`config.mk`:
```
export PLATFORM = sky130hd
export DESIGN_NAME = tms5220_speech_sequencer
export DESIGN_NICKNAME = d
export VERILOG_FILES = /design/src/rtl/sound_pkg.sv /design/src/rtl/speech_cmd_fifo.sv /design/src/rtl/tms5220_speech_sequencer.sv
export SDC_FILE = /design/constraint.sdc
export NUM_CORES = 1
export LEC_CHECK = 0
export ABC_AREA = 1
export CAP_MARGIN = 15
export CORE_UTILIZATION = 32
export DETAILED_ROUTE_END_ITERATION = 16
export GPL_ROUTABILITY_DRIVEN = 0
export PLACE_DENSITY_LB_ADDON = 0.15
export SYNTH_ARGS = -nofsm -noshare
export SYNTH_HDL_FRONTEND = slang
export SYNTH_HIERARCHICAL = 1
export SYNTH_SLANG_ARGS = --single-unit
```
`constraint.sdc`:
```
create_clock -name clk_1_5 -period 5.6 [get_ports clk_1_5]
set_clock_uncertainty 0.05 [all_clocks]
set_input_delay 0.84 -clock clk_1_5 [delete_from_list [all_inputs] [get_ports clk_1_5]]
set_output_delay 0.84 -clock clk_1_5 [all_outputs]
set_load 0.01 [all_outputs]
```
`src/rtl/sound_pkg.sv`:
```
// Shared types for the sound-board speech sequencer.
package sound_pkg;

  // One queued command: {read, data}.
  localparam int unsigned SPEECH_CMD_W = 9;

  typedef struct packed {
    logic       read;
    logic [7:0] data;
  } speech_cmd_t;

  typedef enum logic [2:0] {
    StIdle,
    StSetup,
    StStrobe,
    StWaitRdy,
    StHold,
    StAbort,
    StRecover
  } speech_state_t;

endpackage

```
`src/rtl/speech_cmd_fifo.sv`:
```
// Command FIFO for the speech sequencer: synchronous, with flush and fill level.
module speech_cmd_fifo
  import sound_pkg::*;
#(
  parameter int unsigned Depth = 16
) (
  input  logic                     clk_1_5,
  input  logic                     sound_reset_n,
  input  logic                     push_i,
  input  speech_cmd_t              wdata_i,
  input  logic                     pop_i,
  input  logic                     flush_i,
  output speech_cmd_t              rdata_o,
  output logic                     full_o,
  output logic                     empty_o,
  output logic [$clog2(Depth):0]   level_o
);

  localparam int unsigned AW = $clog2(Depth);
  localparam int unsigned LW = AW + 1;

  speech_cmd_t mem_q [Depth];
  // Pointers carry an extra wrap bit so full and empty are distinguishable.
  logic [AW:0] wr_ptr_q, rd_ptr_q;
  logic        do_push, do_pop;

  assign level_o = wr_ptr_q - rd_ptr_q;
  assign full_o  = (level_o == LW'(Depth));
  assign empty_o = (wr_ptr_q == rd_ptr_q);
  assign do_push = push_i && !full_o;
  assign do_pop  = pop_i && !empty_o;
  assign rdata_o = mem_q[rd_ptr_q[AW-1:0]];

  // Pointer update; flush discards everything queued and beats a same-cycle push.
  always_ff @(posedge clk_1_5 or negedge sound_reset_n) begin
    if (!sound_reset_n) begin
      wr_ptr_q <= '0;
      rd_ptr_q <= '0;
    end else if (flush_i) begin
      wr_ptr_q <= '0;
      rd_ptr_q <= '0;
    end else begin
      if (do_push) wr_ptr_q <= wr_ptr_q + LW'(1);
      if (do_pop)  rd_ptr_q <= rd_ptr_q + LW'(1);
    end
  end

  // Storage write; contents need no reset since the pointers gate visibility.
  always_ff @(posedge clk_1_5) begin
    if (do_push) mem_q[wr_ptr_q[AW-1:0]] <= wdata_i;
  end

endmodule

```
`src/rtl/tms5220_speech_sequencer.sv`:
```
// TMS5220 bus sequencer: queues CPU commands and runs the WSn/RSn/RDYn handshake.
module tms5220_speech_sequencer
  import sound_pkg::*;
#(
  parameter int unsigned FIFO_DEPTH  = 16,
  parameter int unsigned RDY_TIMEOUT = 255
) (
  input  logic                          clk_1_5,
  input  logic                          sound_reset_n,
  input  logic                          cmd_valid,
  output logic                          cmd_ready,
  input  logic                          cmd_read,
  input  logic [7:0]                    cmd_data,
  input  logic                          flush,
  output logic                          rsp_valid,
  output logic [7:0]                    rsp_data,
  output logic                          rsp_err,
  input  logic                          err_clr,
  output logic                          timeout_err,
  output logic                          busy,
  output logic [$clog2(FIFO_DEPTH):0]   fifo_level,
  output logic                          tms_wsn,
  output logic                          tms_rsn,
  output logic [7:0]                    tms_dbus_out,
  output logic                          tms_dbus_oe,
  input  logic [7:0]                    tms_dbus_in,
  input  logic                          tms_rdyn
);

  localparam int unsigned CW = $clog2(RDY_TIMEOUT + 1);

  speech_state_t state_q;
  speech_cmd_t   push_cmd, head, cmd_q;
  logic          fifo_full, fifo_empty, pop;
  logic          rdy_meta_q, rdy_s_q;
  logic [CW-1:0] tmo_cnt_q;

  assign push_cmd  = '{read: cmd_read, data: cmd_data};
  assign pop       = (state_q == StIdle) && !fifo_empty;
  assign cmd_ready = !fifo_full;
  assign busy      = (state_q != StIdle) || !fifo_empty;

  speech_cmd_fifo #(
    .Depth (FIFO_DEPTH)
  ) u_fifo (
    .clk_1_5       (clk_1_5),
    .sound_reset_n (sound_reset_n),
    .push_i        (cmd_valid && cmd_ready),
    .wdata_i       (push_cmd),
    .pop_i         (pop),
    .flush_i       (flush),
    .rdata_o       (head),
    .full_o        (fifo_full),
    .empty_o       (fifo_empty),
    .level_o       (fifo_level)
  );

  // Two-flop synchronizer for the chip's asynchronous ready (idles high).
  always_ff @(posedge clk_1_5 or negedge sound_reset_n) begin
    if (!sound_reset_n) begin
      rdy_meta_q <= 1'b1;
      rdy_s_q    <= 1'b1;
    end else begin
      rdy_meta_q <= tms_rdyn;
      rdy_s_q    <= rdy_meta_q;
    end
  end

  // Handshake FSM; every bus and response output is registered here.
  always_ff @(posedge clk_1_5 or negedge sound_reset_n) begin
    if (!sound_reset_n) begin
      state_q      <= StIdle;
      cmd_q        <= '0;
      tmo_cnt_q    <= '0;
      tms_wsn      <= 1'b1;
      tms_rsn      <= 1'b1;
      tms_dbus_oe  <= 1'b0;
      tms_dbus_out <= 8'h00;
      rsp_valid    <= 1'b0;
      rsp_data     <= 8'h00;
      rsp_err      <= 1'b0;
      timeout_err  <= 1'b0;
    end else begin
      rsp_valid <= 1'b0;
      // A timeout set further down overrides this clear.
      if (err_clr) timeout_err <= 1'b0;
      unique case (state_q)
        StIdle: begin
          if (!fifo_empty) begin
            cmd_q        <= head;
            tms_dbus_oe  <= !head.read;
            tms_dbus_out <= head.read ? 8'h00 : head.data;
            state_q      <= StSetup;
          end
        end
        StSetup: begin
          tms_wsn <= cmd_q.read;
          tms_rsn <= !cmd_q.read;
          state_q <= StStrobe;
        end
        StStrobe: begin
          tmo_cnt_q <= '0;
          state_q   <= StWaitRdy;
        end
        StWaitRdy: begin
          tmo_cnt_q <= tmo_cnt_q + CW'(1);
          if (!rdy_s_q) begin
            tms_wsn <= 1'b1;
            tms_rsn <= 1'b1;
            if (cmd_q.read) begin
              rsp_valid <= 1'b1;
              rsp_data  <= tms_dbus_in;
              rsp_err   <= 1'b0;
            end
            state_q <= StHold;
          end else if (tmo_cnt_q == CW'(RDY_TIMEOUT - 1)) begin
            // This is the RDY_TIMEOUT-th cycle spent waiting.
            tms_wsn     <= 1'b1;
            tms_rsn     <= 1'b1;
            timeout_err <= 1'b1;
            if (cmd_q.read) begin
              rsp_valid <= 1'b1;
              rsp_data  <= 8'h00;
              rsp_err   <= 1'b1;
            end
            state_q <= StAbort;
          end
        end
        StHold, StAbort: begin
          state_q <= StRecover;
        end
        StRecover: begin
          // Write data held through this cycle for chip hold time.
          tms_dbus_oe  <= 1'b0;
          tms_dbus_out <= 8'h00;
          state_q      <= StIdle;
        end
        default: state_q <= StIdle;
      endcase
    end
  end

endmodule
```
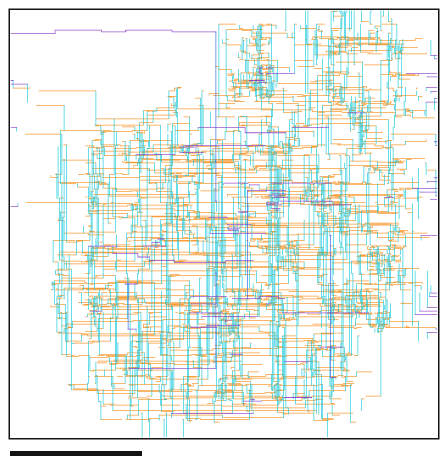
layers.png
Bar = 50 um.
[cyan] M2 | wire length: 9280 um
[orange] M1 | wire length: 9660 um
[purple] M3 | wire length: 819 um
[blue] M4 | wire length: 212 um

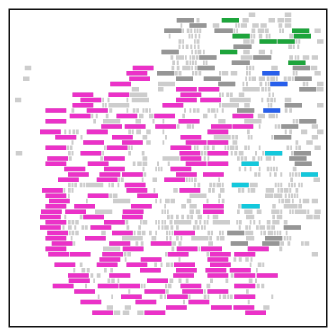
ff_map.png
[magenta] u_fifo/mem_q | placed flops: 144
[green] rsp_data | placed flops: 8 | where: north-east
[blue] state_q | placed flops: 3
[cyan] u_fifo/rd_ptr_q | placed flops: 5 | where: east

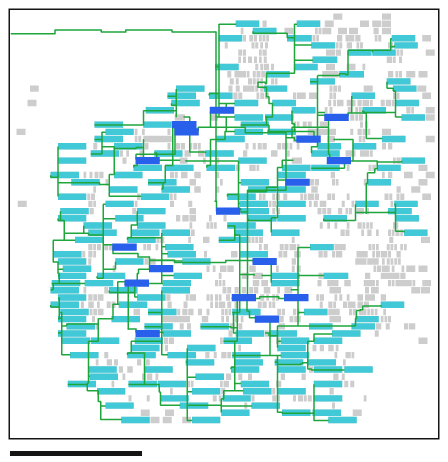
clock_wires.png
Bar = 50 um.
[green] clock wires | length: 2290 um
[cyan] flip-flops | count: 190
[blue] clock-net drivers | count: 17
routed clock nets: 18

==> Slide: Implementation Results <==
Flow Results at a Glance

Power
  • Logic pwr share: between 30% and 40%

Place
  • Post-placement cell area: 9010 um^2
  • Post-DP HPWL: 13.1 mm
  • Input/output buffers: around 51

Run
  • Max-cap violations: 0

Worst hold path
  • Hold crit path type: reg -> reg

Synth
  • Synth unique cells: 33
  • Xor+xnor area frac: 0.537%
  • Netlist Area Pre-Place: 8150 um^2

STA
  • Max Fclk: about 240 MHz
  • Clock period minus worst slack: between 4 and 5 ns
  • Setup-failing EPs final: 0
  • Slack of the critical path: 1.48 ns
  • Worst hold slack: between 0.3 and 0.4 ns

GRT
  • Global-route usage over all layers: 16.1%
  • Initial antenna violation count: 0
  • Grt peak-use layer: met2

Critical path
  • Critical path peak fanout: 17
  • Crit path cell chain: clkinv_1 -> ha_1 -> nand2_1 -> nor2_1 -> nand2_1 -> inv_1 -> inv_1 -> nor2_1 -> inv_1 -> clkdlybuf4s50_1
  • Crit path DRT: 4.71 ns

Routing
  • Max Used Layer: met4
  • Antenna viol nets, final: 0

Finish
  • N_diodes: 0

Die
  • Chip area: 26100 um^2
  • # rows: 58

Clocking
  • Buffer depth of the longest clock path: 2

Status
  • Outcome: completed
[synth_stat cells, drive strengths merged]
master / n / share of area (%)
nand4: 15 / 1.2
or2: 2 / 0.15
nor2: 107 / 5.0
dfstp: 4 / 1.3
clkinv: 1 / 0.046
o22ai: 19 / 1.5
buf: 20 / 1.6
dfrtp: 42 / 13
edfxtp: 144 / 53
nand2: 114 / 5.3
o21ai: 92 / 5.6
o31ai: 1 / 0.092
xor2: 5 / 0.54
nand3b: 1 / 0.092
inv: 50 / 2.3
o211ai: 19 / 1.7
nor3: 16 / 0.98
a21oi: 8 / 0.54
nand3: 47 / 3.4
ha: 11 / 1.7
fa: 1 / 0.25
clkbuf: 16 / 0.74
[final timing paths]
path / start / cells after the start / slack [ns] / end
max in group asynchronous: sound_reset_n / 2 / 4.61 / u_fifo/rd_ptr_q[0]
min in group asynchronous: sound_reset_n / 2 / 0.45 / u_fifo/wr_ptr_q[4]
max: u_fifo/rd_ptr_q[2] / 10 / 1.48 / busy
max reg2reg: u_fifo/rd_ptr_q[2] / 11 / 1.60 / u_fifo/mem_q[15][2]
min reg2reg: rdy_meta_q / 0 / 0.31 / rdy_s_q
min: rdy_meta_q / 0 / 0.31 / rdy_s_q
[cell families after synthesis]
logic type / after synthesis
and+or+nand+nor: 302
DFF: 190
AOI/OAI and AO/OA: 139
xor gates and xnor gates: 5
buffers and inverters: 87
adders and majority gates: 12
[area by class of cell]
class	count	area, um^2
inverters	51	191
repair buffers	70	643
multi-input cells	458	2290
fillers	2471	15500
flip-flops and latches	190	5480
clock buffers	18	429
well taps	330	413
clock inverters	14	179
Power figures rest on the tool's default switching activity, not on a simulated workload.
